==> src/rtl/reg_write_arbiter.sv <==
// -----------------------------------------------------------------------------
// reg_write_arbiter
//
// Round-robin owner of the register bank write port. Up to NREQ requesters
// (ALU result, load path, I/O, ...) hold a level request together with their
// data and target address. The arbiter samples them only while idle, picks one
// winner starting from the round-robin pointer, and then spends one cycle
// driving the bank (LOAD) and one cycle acknowledging the requester (ACK).
// Every output comes straight from a flop.
//
// Optional build macro:
//   REG_ZERO_PROTECT_EN - register 0 is read-only; a write to address 0
//                         produces no load strobe and is acknowledged with err.
//
// Ports:
//   clk       in   clock, rising edge
//   reset_n   in   synchronous active-low reset
//   req       in   [NREQ]         level request per requester, held until ack
//   wr_data   in   [NREQ*WIDTH]   requester i data at [i*WIDTH +: WIDTH]
//   wr_addr   in   [NREQ*ADDR_W]  requester i address at [i*ADDR_W +: ADDR_W]
//   gnt       out  [NREQ]         one-hot owner of the port during LOAD/ACK
//   ack       out  [NREQ]         one-cycle completion pulse to the owner
//   err       out                 coincident with ack when the write is rejected
//   reg_load  out  [NREGS]        one-hot load strobe into the bank
//   reg_din   out  [WIDTH]        data bus into the bank, holds between writes
//   busy      out                 high whenever a transfer is in progress
// -----------------------------------------------------------------------------
module reg_write_arbiter #(
    parameter int WIDTH  = 8,
    parameter int NREQ   = 4,
    parameter int NREGS  = 8,
    parameter int ADDR_W = 3
) (
    input  logic                     clk,
    input  logic                     reset_n,
    input  logic [NREQ-1:0]          req,
    input  logic [NREQ*WIDTH-1:0]    wr_data,
    input  logic [NREQ*ADDR_W-1:0]   wr_addr,
    output logic [NREQ-1:0]          gnt,
    output logic [NREQ-1:0]          ack,
    output logic                     err,
    output logic [NREGS-1:0]         reg_load,
    output logic [WIDTH-1:0]         reg_din,
    output logic                     busy
);

    localparam int IDX_W = (NREQ > 1) ? $clog2(NREQ) : 1;

    typedef enum logic [1:0] {
        IDLE = 2'b00,
        LOAD = 2'b01,
        ACK  = 2'b10
    } state_t;

    state_t             state_q,    state_d;
    logic [IDX_W-1:0]   rr_ptr_q,   rr_ptr_d;
    logic [IDX_W-1:0]   win_q,      win_d;
    logic [ADDR_W-1:0]  addr_q,     addr_d;
    logic [NREQ-1:0]    gnt_q,      gnt_d;
    logic [NREQ-1:0]    ack_q,      ack_d;
    logic               err_q,      err_d;
    logic [NREGS-1:0]   reg_load_q, reg_load_d;
    logic [WIDTH-1:0]   reg_din_q,  reg_din_d;
    logic               busy_q,     busy_d;

    logic               sel_found;
    logic [IDX_W-1:0]   sel_idx;
    logic [WIDTH-1:0]   sel_data;
    logic [ADDR_W-1:0]  sel_addr;

    // A write is rejected when it targets a register the bank does not have
    // (or, with protection, the hard-wired zero register).
    function automatic logic addr_rejected(input logic [ADDR_W-1:0] a);
        logic rej;
        rej = (int'(a) >= NREGS);
`ifdef REG_ZERO_PROTECT_EN
        rej = rej || (a == '0);
`else
        rej = rej || 1'b0;
`endif
        return rej;
    endfunction

    function automatic logic [NREGS-1:0] load_strobe(input logic [ADDR_W-1:0] a);
        logic [NREGS-1:0] s;
        s = '0;
        if (!addr_rejected(a)) begin
            for (int r = 0; r < NREGS; r++) begin
                if (int'(a) == r) s[r] = 1'b1;
            end
        end
        return s;
    endfunction

    // Winner search: first set request bit at or above rr_ptr, wrapping.
    always_comb begin
        int j;
        j         = 0;
        sel_found = 1'b0;
        sel_idx   = '0;
        for (int k = 0; k < NREQ; k++) begin
            j = int'(rr_ptr_q) + k;
            if (j >= NREQ) j = j - NREQ;
            if (!sel_found && req[j]) begin
                sel_found = 1'b1;
                sel_idx   = IDX_W'(j);
            end
        end
    end

    assign sel_data = wr_data[int'(sel_idx)*WIDTH +: WIDTH];
    assign sel_addr = wr_addr[int'(sel_idx)*ADDR_W +: ADDR_W];

    // Next state and next registered outputs. The output flops are loaded with
    // the values for the state being entered, so they line up with state_q.
    always_comb begin
        state_d    = state_q;
        rr_ptr_d   = rr_ptr_q;
        win_d      = win_q;
        addr_d     = addr_q;
        gnt_d      = '0;
        ack_d      = '0;
        err_d      = 1'b0;
        reg_load_d = '0;
        reg_din_d  = reg_din_q;
        busy_d     = 1'b0;

        case (state_q)
            IDLE: begin
                if (sel_found) begin
                    win_d          = sel_idx;
                    addr_d         = sel_addr;
                    gnt_d[sel_idx] = 1'b1;
                    reg_din_d      = sel_data;
                    reg_load_d     = load_strobe(sel_addr);
                    busy_d         = 1'b1;
                    state_d        = LOAD;
                end
            end
            LOAD: begin
                gnt_d[win_q] = 1'b1;
                ack_d[win_q] = 1'b1;
                err_d        = addr_rejected(addr_q);
                busy_d       = 1'b1;
                state_d      = ACK;
            end
            ACK: begin
                rr_ptr_d = (int'(win_q) == NREQ - 1) ? '0 : win_q + 1'b1;
                state_d  = IDLE;
            end
            default: begin
                state_d = IDLE;
            end
        endcase
    end

    always_ff @(posedge clk) begin
        if (!reset_n) begin
            state_q    <= IDLE;
            rr_ptr_q   <= '0;
            win_q      <= '0;
            addr_q     <= '0;
            gnt_q      <= '0;
            ack_q      <= '0;
            err_q      <= 1'b0;
            reg_load_q <= '0;
            reg_din_q  <= '0;
            busy_q     <= 1'b0;
        end else begin
            state_q    <= state_d;
            rr_ptr_q   <= rr_ptr_d;
            win_q      <= win_d;
            addr_q     <= addr_d;
            gnt_q      <= gnt_d;
            ack_q      <= ack_d;
            err_q      <= err_d;
            reg_load_q <= reg_load_d;
            reg_din_q  <= reg_din_d;
            busy_q     <= busy_d;
        end
    end

    assign gnt      = gnt_q;
    assign ack      = ack_q;
    assign err      = err_q;
    assign reg_load = reg_load_q;
    assign reg_din  = reg_din_q;
    assign busy     = busy_q;

endmodule

==> config.mk <==
export PLATFORM = sky130hd
export DESIGN_NAME = reg_write_arbiter
export DESIGN_NICKNAME = d
export VERILOG_FILES = /design/src/rtl/reg_write_arbiter.sv
export SDC_FILE = /design/constraint.sdc
export NUM_CORES = 1
export LEC_CHECK = 0
export CORE_MARGIN = 2
export CORE_UTILIZATION = 44
export CTS_CLUSTER_SIZE = 10
export DETAILED_ROUTE_END_ITERATION = 7
export GPL_TIMING_DRIVEN = 0
export HOLD_SLACK_MARGIN = 0.03
export PLACE_DENSITY_LB_ADDON = 0.1
export SYNTH_ARGS = -nofsm -noshare
export SYNTH_HDL_FRONTEND = slang
export SYNTH_SLANG_ARGS = --single-unit
==> constraint.sdc <==
create_clock -name clk -period 4.7 [get_ports clk]
set_clock_uncertainty 0.1 [all_clocks]
set_input_delay 0.705 -clock clk [delete_from_list [all_inputs] [get_ports clk]]
set_output_delay 0.705 -clock clk [all_outputs]
set_load 0.005 [all_outputs]
Fig. 1: run 1, track usage over the die
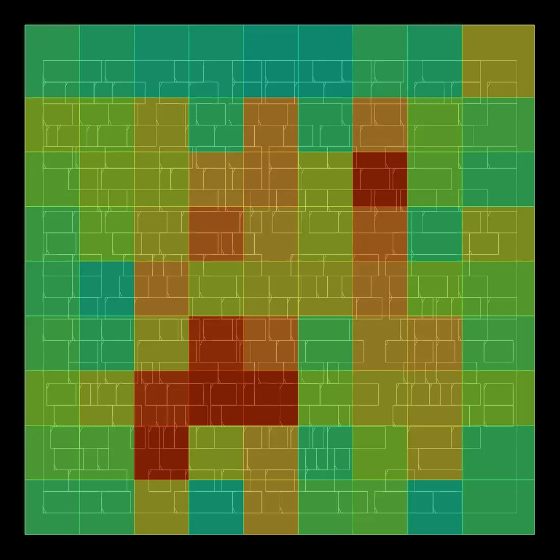
Wirelength per Cell: 14.99 um
gr busiest metal: met2
met3 usage: 6.162%
All-Layer GR Usage: 20.99%

Fig. 2: run 1, placed cells, one colour a class
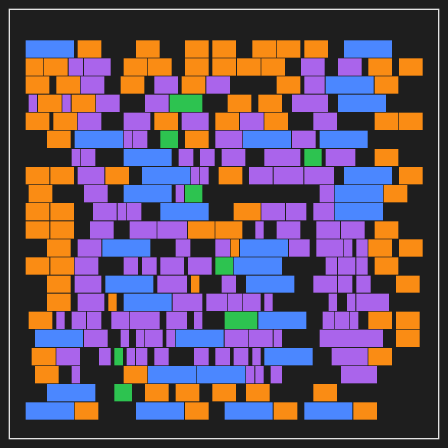
legend:
  green:
    class: clock drivers and dummy loads
    cells: 8
    share_of_their_area: 2.9%
  orange:
    class: other buffers and delay cells
    cells: 81
    share_of_their_area: 33%
  blue:
    class: flops
    cells: 31
    share_of_their_area: 26%
  purple:
    class: combinational and other logic
    cells: 115
    share_of_their_area: 39%
cell area after layout: 0.002469 sq mm
fraction of area in registers: 25.14%

==> out/qor.csv, run 1 <==
metric,value,unit
status,completed,
r2r_cells,5,
fp_util,46.89,%
max_freq,375.1,MHz
finalClockPeriodUsage,56.73,%
core_area,0.003416,sq mm
row_count,21,
cts-root-to-sink-buffers,2,
synth.logic.top_family,multiplexers,
holdPathStages,2,
cp.arrival,2.83,ns
aoi_share,11.41,%
synthArstFlopShare,0,%
overflow,0,
drcViolationCount,0,
yosysTopAreaCell,dfxtp_1,
dp_slack,1.712,ns
diodes,0,
cts-root-buf,clkbuf_4,
cts_resized,0,
critPathRequiredTime,4.86,ns
htreeDepth,2,
max-vdd-ir-drop,0.0002289,V
grt_pass1_vias,1427,
place.gp.congestion,0.8277,
nets,288,
syn_nets,207,
rsz0062_at_grt,no,
holdPathEnd,reg_din[4],
clkTransAtPathRegs,0.10,ns
tritoncts,yes,
via_per_inst,5.260,
p_leak,0.0009629,uW
p_per_area,272.4,mW/mm^2
die_w,64.33,um
wl_met3,269,um
cts_setup_buffers,0,
Fig. 3: run 1, drive-strength map
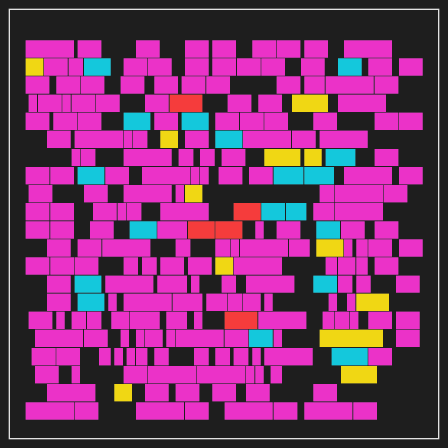
legend:
  yellow:
    size: _3 and _4 cells
    cells: 12
    share: 5.1%
  cyan:
    size: _2 cells
    cells: 18
    share: 7.7%
  red:
    size: _6 and larger
    cells: 5
    share: 2.1%
  magenta:
    size: _0 and _1 cells
    cells: 200
    share: 85%
Signal buffers: 81
final worst slack: 2.034 ns
Area Overhead vs Synth: 54.14%

-- run 1: cells by family (layout without fill, tap and decap cells) --
group	count (synthesis)	in the layout
multiplexers	34	34
AND/OR/NAND/NOR	47	47
AND-OR/OR-AND	23	23
flip-flops	31	31
buffers and inverters	13	95
adder cells (fa/ha/maj)	4	4
other	1	1
-- run 1: critical path, cell delays in order --
cell and delay (ns):
clkdlybuf4s50_1 0.51, mux2_4 0.32, a221oi_4 0.57, buf_6 0.23
mux2_2 0.34, o22ai_1 0.14
-- run 1: flip-flops by register name, summed over array words and instances (netlist names) --
register and cells:
reg_din 8, reg_load 8, ack 4, gnt 4
rr_ptr_q 2, state_q 2, win_q 2, busy 1
-- run 1: through the flow --
step | cells | hold slack, ns | power, uW | cell area, sq um | util [%]
after floorplan | 153 | 0.3544 | 399.7 | 1602 | -
after global placement | 273 | 0.3554 | 490.1 | 2400 | 70.26
after detailed placement | 273 | 0.3621 | 496.7 | 2400 | 70.26
after CTS | 281 | 0.3796 | 674.4 | 2469 | 72.27
after global routing | 281 | 0.4059 | 706.2 | 2469 | 72.27
final | 281 | 0.3800 | 672.4 | 2469 | 72.27
-- run 1: metal layers --
layer | vias up | track usage (%)
met5 | - | 0
met4 | 0 | 8.245
met2 | 65 | 36.20
li1 | 709 | -
met3 | 11 | 6.162
met1 | 693 | 24.32
-- run 1: cell usage in the layout, fill, tap and decap left out, types with 2 or more instances in the layout --
cell type / n
clkdlybuf4s50_1: 74
dfxtp_1: 31
mux2i_1: 23
nand2_1: 14
mux2_2: 8
o22ai_1: 8
inv_1: 6
and3_1: 6
nor2b_1: 5
clkbuf_4: 5
a21oi_1: 4
clkbuf_1: 4
nor2_1: 4
ha_1: 4
mux2_4: 3
buf_6: 3
nor3b_2: 3
and3b_1: 3
nor3_2: 2
o21ai_0: 2
a32oi_1: 2
nand3_2: 2
clkbuf_8: 2
-- run 1: worst max-delay path by stage --
stage          startpoint    endpoint  slack [ns]  depth (start not counted)
2_1_floorplan      req[0]  reg_din[2]        2.45                          5
3_3_place_gp       req[2]  reg_din[6]        1.76                          6
3_5_place_dp       req[2]  reg_din[4]        1.71                          6
4_1_cts            req[2]  reg_din[6]        2.04                          6
5_1_grt            req[2]  reg_din[6]        1.97                          6
6_report           req[2]  reg_din[6]        2.03                          6
-- run 1: area by class of cell --
type	count	area [sq um]	share of cell area (%)
well taps	46	57.56	2.331
inverters	6	22.52	0.9123
multi-input cells	109	905.9	36.70
flip-flops and latches	31	620.6	25.14
plain buffers	7	52.55	2.129
clock buffers	8	68.82	2.788
repair buffers	74	740.7	30.01
-- run 1: report_power, final --
group | internal, uW | switching [uW]
clock | 88.0 | 92.5
sequential | 282 | 9.90
combinational | 118 | 82.3
total | 488 | 185
## Run 2: what changed since run 1
--- a/config.mk
+++ b/config.mk
@@ -6,7 +6,7 @@
 export NUM_CORES = 1
 export LEC_CHECK = 0
 export CORE_MARGIN = 2
-export CORE_UTILIZATION = 44
+export CORE_UTILIZATION = 41
 export CTS_CLUSTER_SIZE = 10
 export DETAILED_ROUTE_END_ITERATION = 7
 export GPL_TIMING_DRIVEN = 0
==> constraint.sdc (replaced) <==
create_clock -name clk -period 2.7 [get_ports clk]
set_clock_uncertainty 0.1 [all_clocks]
set_input_delay 0.405 -clock clk [delete_from_list [all_inputs] [get_ports clk]]
set_output_delay 0.405 -clock clk [all_outputs]
set_load 0.005 [all_outputs]
==> out/qor.csv, run 2 <==
metric,value,unit,change
core_area,0.003716,sq mm,+8.8%
hold_viol,0,,
cts-root-to-sink-buffers,2,,unchanged
p_leak,0.0009856,uW,+2.3%
cts_inserted_buffers,5,,
drcViolationCount,0,,unchanged
first_pass_iters,4,,
synth.avg_cell_area,10.47,sq um,
min_period,2.386,ns,
clkTransAtPathRegs,0.07,ns,-0.03 ns
dpl.hpwl,2923,um,
final_common_cell,clkdlybuf4s50_1,,
grt_max_degree,11,,
io_buffers,74,,
ant_nets,0,,
cts_resized,0,,unchanged
via_per_inst,4.926,,-6.3%
synth.distinct_cells,37,,
relSlewSlack,62.46,%,
finalClockPeriodUsage,88.36,%,
critPathRequiredTime,2.80,ns,-2.06 ns
maxCapViolations,0,,
grt_pass1_wl,6134,um,
finalMaxSlewViolations,0,,
cts-root-buf,clkbuf_8,,
die_w,66.50,um,+3.4%
synthCells,153,,
adder_share,3.125,%,
netlist_top_cells_count,"31 x dfxtp_1, 23 x mux2i_1, 14 x nand2_1, 8 x mux2_2, 8 x o22ai_1",,
rsz0062_at_grt,no,,
cp_max_fo,10,,
io_pins,76,,
layout-drive-gt1-share,15.32,%,
row_count,22,,+4.8%
max-vdd-ir-drop,0.0002557,V,+12%
die_y,66.50,um,
setup_viol,0,,
dp.cells,275,,+0.73%
synthMostInstantiatedCell,dfxtp_1,,
yosysTopAreaCell,dfxtp_1,,
chipArea,0.004422,sq mm,
antenna_found_initial,0,,
synth_area,0.001602,sq mm,
grt_pass1_vias,1427,,unchanged
vias,1394,,
wirelength,3748,um,
ys.flop_type,dfxtp_1,,
cp.arrival,2.49,ns,-0.34 ns
tightest_slew,0.5632,ns,
synth.logic.top_family,multiplexers,,
aoi_share,11.41,%,unchanged
yosysCellCount,153,,
avgRoutedWirePerCell,13.24,um,-12%
endpoint_kind,flip-flop,,
ys_chip_area,0.001602,sq mm,
xor_share,0,%,
layout.area.comb,905.9,sq um,unchanged
diodes,0,,unchanged
path_class,in2reg,,
fin_setup_tns,0,ns,
yosysSeqAreaShare,38.75,%,
muxShareOfSynthArea,22.81,%,
place.gp.congestion,0.7663,,-7.4%
ys_ff,31,,
cp-start-kind,input port,,
status,completed,,
overflow,0,,unchanged
insertion_delay,0.28,ns,
synth_top_area_share,38.75,%,
synthArstFlopShare,0,%,unchanged
cts_setup_buffers,0,,unchanged
hp-class,reg2reg,,
simple_gate_area_share,18.98,%,
tritoncts,yes,,
max_freq,419.1,MHz,
yosysWarnings,0,,
warnings,29,,
postLayoutCoreUtil,67.81,%,-4.5 points
htreeDepth,2,,unchanged
instances_no_fill,283,,+0.71%
nets,288,,unchanged
final_cell_mix,"74 x clkdlybuf4s50_1, 31 x dfxtp_1, 23 x mux2i_1",,
syn_nets,207,,unchanged
flop_area,620.6,sq um,unchanged
p_per_area,521.4,mW/mm^2,+91%
fp_util,43.10,%,-3.8 points
==> run 2: cell counts after synthesis <==
No cell type changed its count.
==> run 2: where the power goes <==
group / internal, uW / total, uW / switching (uW)
Clock: 298 / 465 / 167
Combinational: 205 / 342 / 137
Sequential: 491 / 507 / 15.8
Total: 994 / 1310 / 320
==> run 2: metal layers <==
layer,GRT usage (%),routed length (um)
met1,19.44,1563
met2,32.63,1850
met3,5.912,272
met4,8.418,61
met5,0,0
==> run 2: area by class of cell <==
type	instances	share of cell area, %
Multi-Input combinational cell	109	35.95
Timing Repair Buffer	74	29.39
Sequential cell	31	24.63
Clock buffer	6	3.277
Tap cell	48	2.383
Buffer	7	2.085
Clock inverter	2	1.390
Inverter	6	0.8937
==> run 2: worst paths after layout <==
check         startpoint         end  slack [ns]  cells after the start
max               req[2]  reg_din[4]        0.31                      6
min           reg_din[5]  reg_din[5]        0.37                      2
max reg2reg  rr_ptr_q[1]  reg_din[4]        0.51                      5
min reg2reg   reg_din[5]  reg_din[5]        0.37                      2
==> run 2: critical path, stage by stage <==
cell and delay, ns:
clkdlybuf4s50_1 0.50, mux2_4 0.31, a221oi_4 0.55, buf_6 0.23
mux2_2 0.34, o22ai_1 0.15
==> run 2: cell families after synthesis <==
logic type      Yosys count
buf+inv                  13
flops                    31
simple gates             47
compound gates           23
other cells               1
fa+ha+maj                 4
mux                      34
==> run 2: per-stage QoR <==
stage	cell area, sq um	total power (uW)	setup WS [ns]	hold WS (ns)
after floorplan	1602	695.7	0.7446	0.3544
after global placement	2402	851.9	0.07756	0.3553
after detailed placement	2402	860.3	0.02995	0.3629
after CTS	2520	1332	0.3191	0.3755
after global routing	2520	1383	0.2159	0.3990
final	2520	1314	0.3142	0.3708
Fig. 4: run 2, drive-strength map
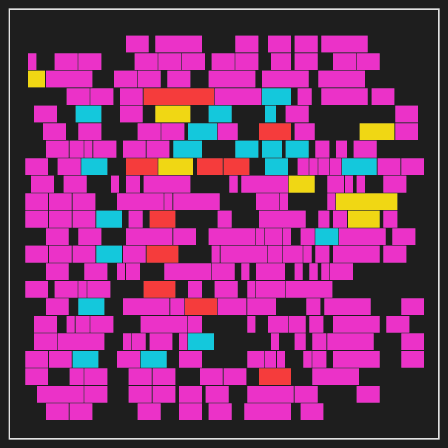
final worst slack: 0.3142 ns
Area Overhead vs Synth: 57.34%

Fig. 5: run 2, track usage over the die
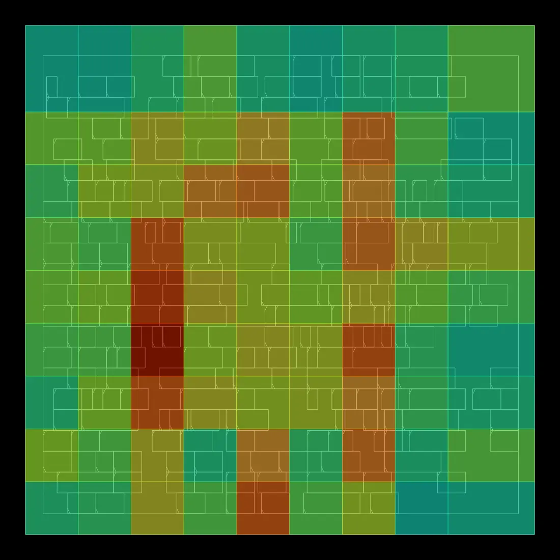
All-Layer GR Usage: 18.31%
grt met1 use: 19.44%
met3 usage: 5.912%
GR Util met2: 32.63%

## Run 3: what changed since run 2
--- a/config.mk
+++ b/config.mk
@@ -5,6 +5,7 @@
 export SDC_FILE = /design/constraint.sdc
 export NUM_CORES = 1
 export LEC_CHECK = 0
+export CAP_MARGIN = 0
 export CORE_MARGIN = 2
 export CORE_UTILIZATION = 41
 export CTS_CLUSTER_SIZE = 10
==> out/qor.csv, run 3 <==
metric,value,unit,change
antenna_found_initial,0,,unchanged
dpl.hpwl,2923,um,unchanged
path_class,in2reg,,
first_pass_iters,4,,unchanged
drcViolationCount,0,,unchanged
place.gp.congestion,0.7663,,unchanged
max-vdd-ir-drop,0.0002557,V,unchanged
netlist_top_cells_count,"31 x dfxtp_1, 23 x mux2i_1, 14 x nand2_1, 8 x mux2_2, 8 x o22ai_1",,
slowest_delay,0.55,ns,about the same
cts-root-buf,clkbuf_8,,
io_buffers,74,,unchanged
yosysCellCount,153,,unchanged
cp_top_family,buffers and inverters,,
synthCells,153,,unchanged
yosysTopAreaCell,dfxtp_1,,
hp-class,reg2reg,,
insertion_delay,0.28,ns,about the same
cts_inserted_buffers,5,,unchanged
synth.avg_cell_area,10.47,sq um,unchanged
vias,1394,,unchanged
cp.arrival,2.49,ns,about the same
cts_setup_buffers,0,,unchanged
cp-start-kind,input port,,
min_period,2.386,ns,unchanged
tightest_slew,0.5632,ns,unchanged
synth.distinct_cells,37,,unchanged
grt_max_degree,11,,unchanged
cp_max_fo,10,,unchanged
grt_pass1_wl,6134,um,unchanged
chipArea,0.004422,sq mm,unchanged
status,completed,,
row_count,22,,unchanged
grtUsageTotal,18.31,%,unchanged
via_per_inst,4.926,,unchanged
clkTransAtPathRegs,0.07,ns,about the same
synthArstFlopShare,0,%,unchanged
ys_ff,31,,unchanged
ant_nets,0,,unchanged
synthMostInstantiatedCell,dfxtp_1,,
cts_resized,0,,unchanged
hold_viol,0,,unchanged
yosysSeqAreaShare,38.75,%,unchanged
setup_viol,0,,unchanged
area_growth,57.34,%,unchanged
p_leak,0.0009856,uW,unchanged
cts-root-to-sink-buffers,2,,unchanged
ys_chip_area,0.001602,sq mm,unchanged
warnings,29,,unchanged
fin_setup_tns,0,ns,unchanged
diodes,0,,unchanged
finalClockPeriodUsage,88.36,%,unchanged
fp_util,43.10,%,unchanged
syn_nets,207,,unchanged
cp.buffers_inverters,2,,unchanged
endpoint_kind,flip-flop,,
tritoncts,yes,,
synth_area,0.001602,sq mm,unchanged
die_w,66.50,um,unchanged
io_pins,76,,unchanged
nets,288,,unchanged
layout-drive-gt1-share,15.32,%,unchanged
stdcell_area,0.002520,sq mm,unchanged
relSlewSlack,62.46,%,unchanged
die_y,66.50,um,unchanged
critPathRequiredTime,2.80,ns,about the same
maxCapViolations,0,,unchanged
crit_path_cell_trace,clkdlybuf4s50_1 -> mux2_4 -> a221oi_4 -> buf_6 -> mux2_2 -> o22ai_1,,
final_cell_mix,"74 x clkdlybuf4s50_1, 31 x dfxtp_1, 23 x mux2i_1",,
## run 3: cell counts after synthesis
No cell type changed its count.
## run 3: cell type report
| cell class | instances | area (sq um) |
|---|---|---|
| fillers | 304 | 1196 |
| multi-input cells | 109 | 905.9 |
| repair buffers | 74 | 740.7 |
| flip-flops and latches | 31 | 620.6 |
| clock buffers | 6 | 82.58 |
| well taps | 48 | 60.06 |
| plain buffers | 7 | 52.55 |
| clock inverters | 2 | 35.03 |
| inverters | 6 | 22.52 |
## run 3: stage by stage
stage	setup slack (ns)	utilization [%]	power, uW	std cells	hold slack (ns)
floorplan	0.7446	-	695.7	153	0.3544
global placement	0.07756	64.65	851.9	275	0.3553
finish	0.3142	67.81	1314	283	0.3708
detailed placement	0.02995	64.65	860.3	275	0.3629
CTS	0.3191	67.81	1332	283	0.3755
global route	0.2159	67.81	1383	283	0.3990
## run 3: worst paths after layout
| path | to | slack [ns] | startpoint | cells past startpoint |
|---|---|---|---|---|
| setup / recovery | reg_din[4] | 0.31 | req[2] | 6 |
| hold / removal | reg_din[5] | 0.37 | reg_din[5] | 2 |
| setup reg to reg | reg_din[4] | 0.51 | rr_ptr_q[1] | 5 |
| hold reg to reg | reg_din[5] | 0.37 | reg_din[5] | 2 |
## run 3: worst min-delay path, stage by stage, from the launching register on
cell	delay, ns
dfxtp_1	0.31
nand2_1	0.05
o22ai_1	0.06
## run 3: where the power goes
group	switching, uW	leakage (uW)	total [uW]	internal (uW)
combinational	137	0.000671	342	205
sequential	15.8	0.000254	507	491
clock	167	0.0000612	465	298
## run 3: cells by family (layout without fill, tap and decap cells)
group	after synthesis	in the layout	share of synthesized area [%]
buffers and inverters	13	95	4.687
other	1	1	0.2342
flip-flops	31	31	38.75
adder cells (fa/ha/maj)	4	4	3.125
AND/OR/NAND/NOR	47	47	18.99
AND-OR/OR-AND	23	23	11.41
multiplexers	34	34	22.81
## run 3: metal layers
metal	wire length [um]	global-route usage, %
met1	1563	19.44
met2	1850	32.63
met3	272	5.912
met4	61	8.418
met5	0	0
Fig. 6: run 3, where the registers sit
Other sequential cells in the stronger grey, the rest of the logic in the fainter grey.
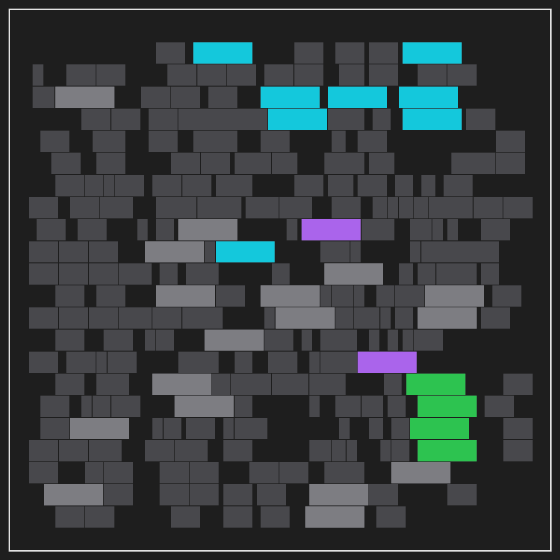
legend:
  cyan:
    name_in_the_netlist: reg_load
    flops: 8
  purple:
    name_in_the_netlist: state_q
    flops: 2
  green:
    name_in_the_netlist: ack
    flops: 4
    where: bottom right
not coloured: 17

Fig. 7: run 3, track usage over the die
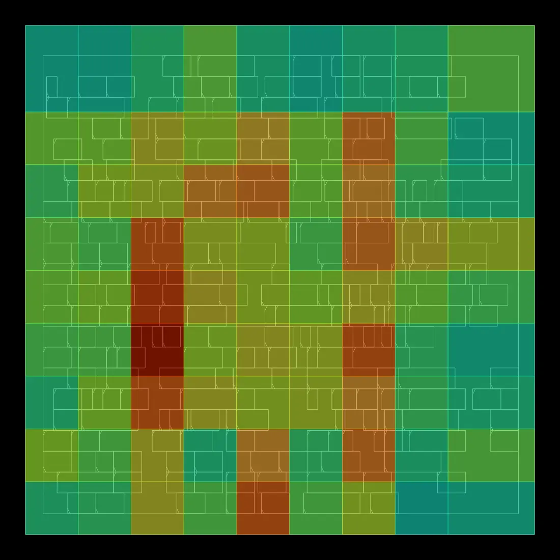
Final Util: 67.81%
Wirelength per Cell: 13.24 um


## Gallery

Cell density map.
(a)
7 x 7 tiles, from black (low) to pale yellow (high), 0 to 100% covered.
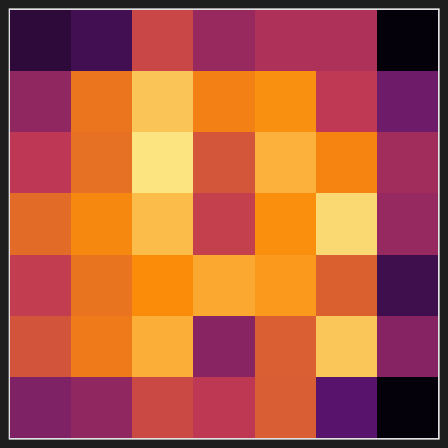
(b)
6 x 6 tiles, from black (low) to pale yellow (high), 0 to 100% covered.
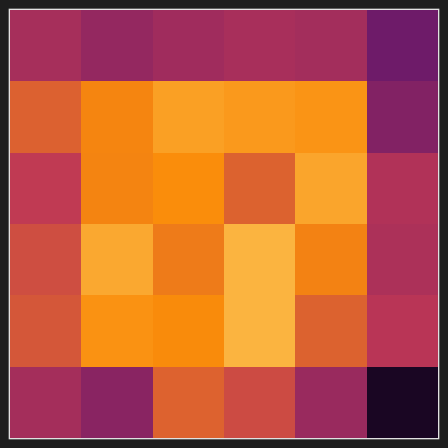
Run 1 is (b).
Run 2 is (a).

Key to (b):
mean over tiles: 58%
emptiest ninth of the die: bottom right
fullest tile: 84%
tiles over 75% full: 25%

No activity file was given, so power comes from the tool's default toggle rates.
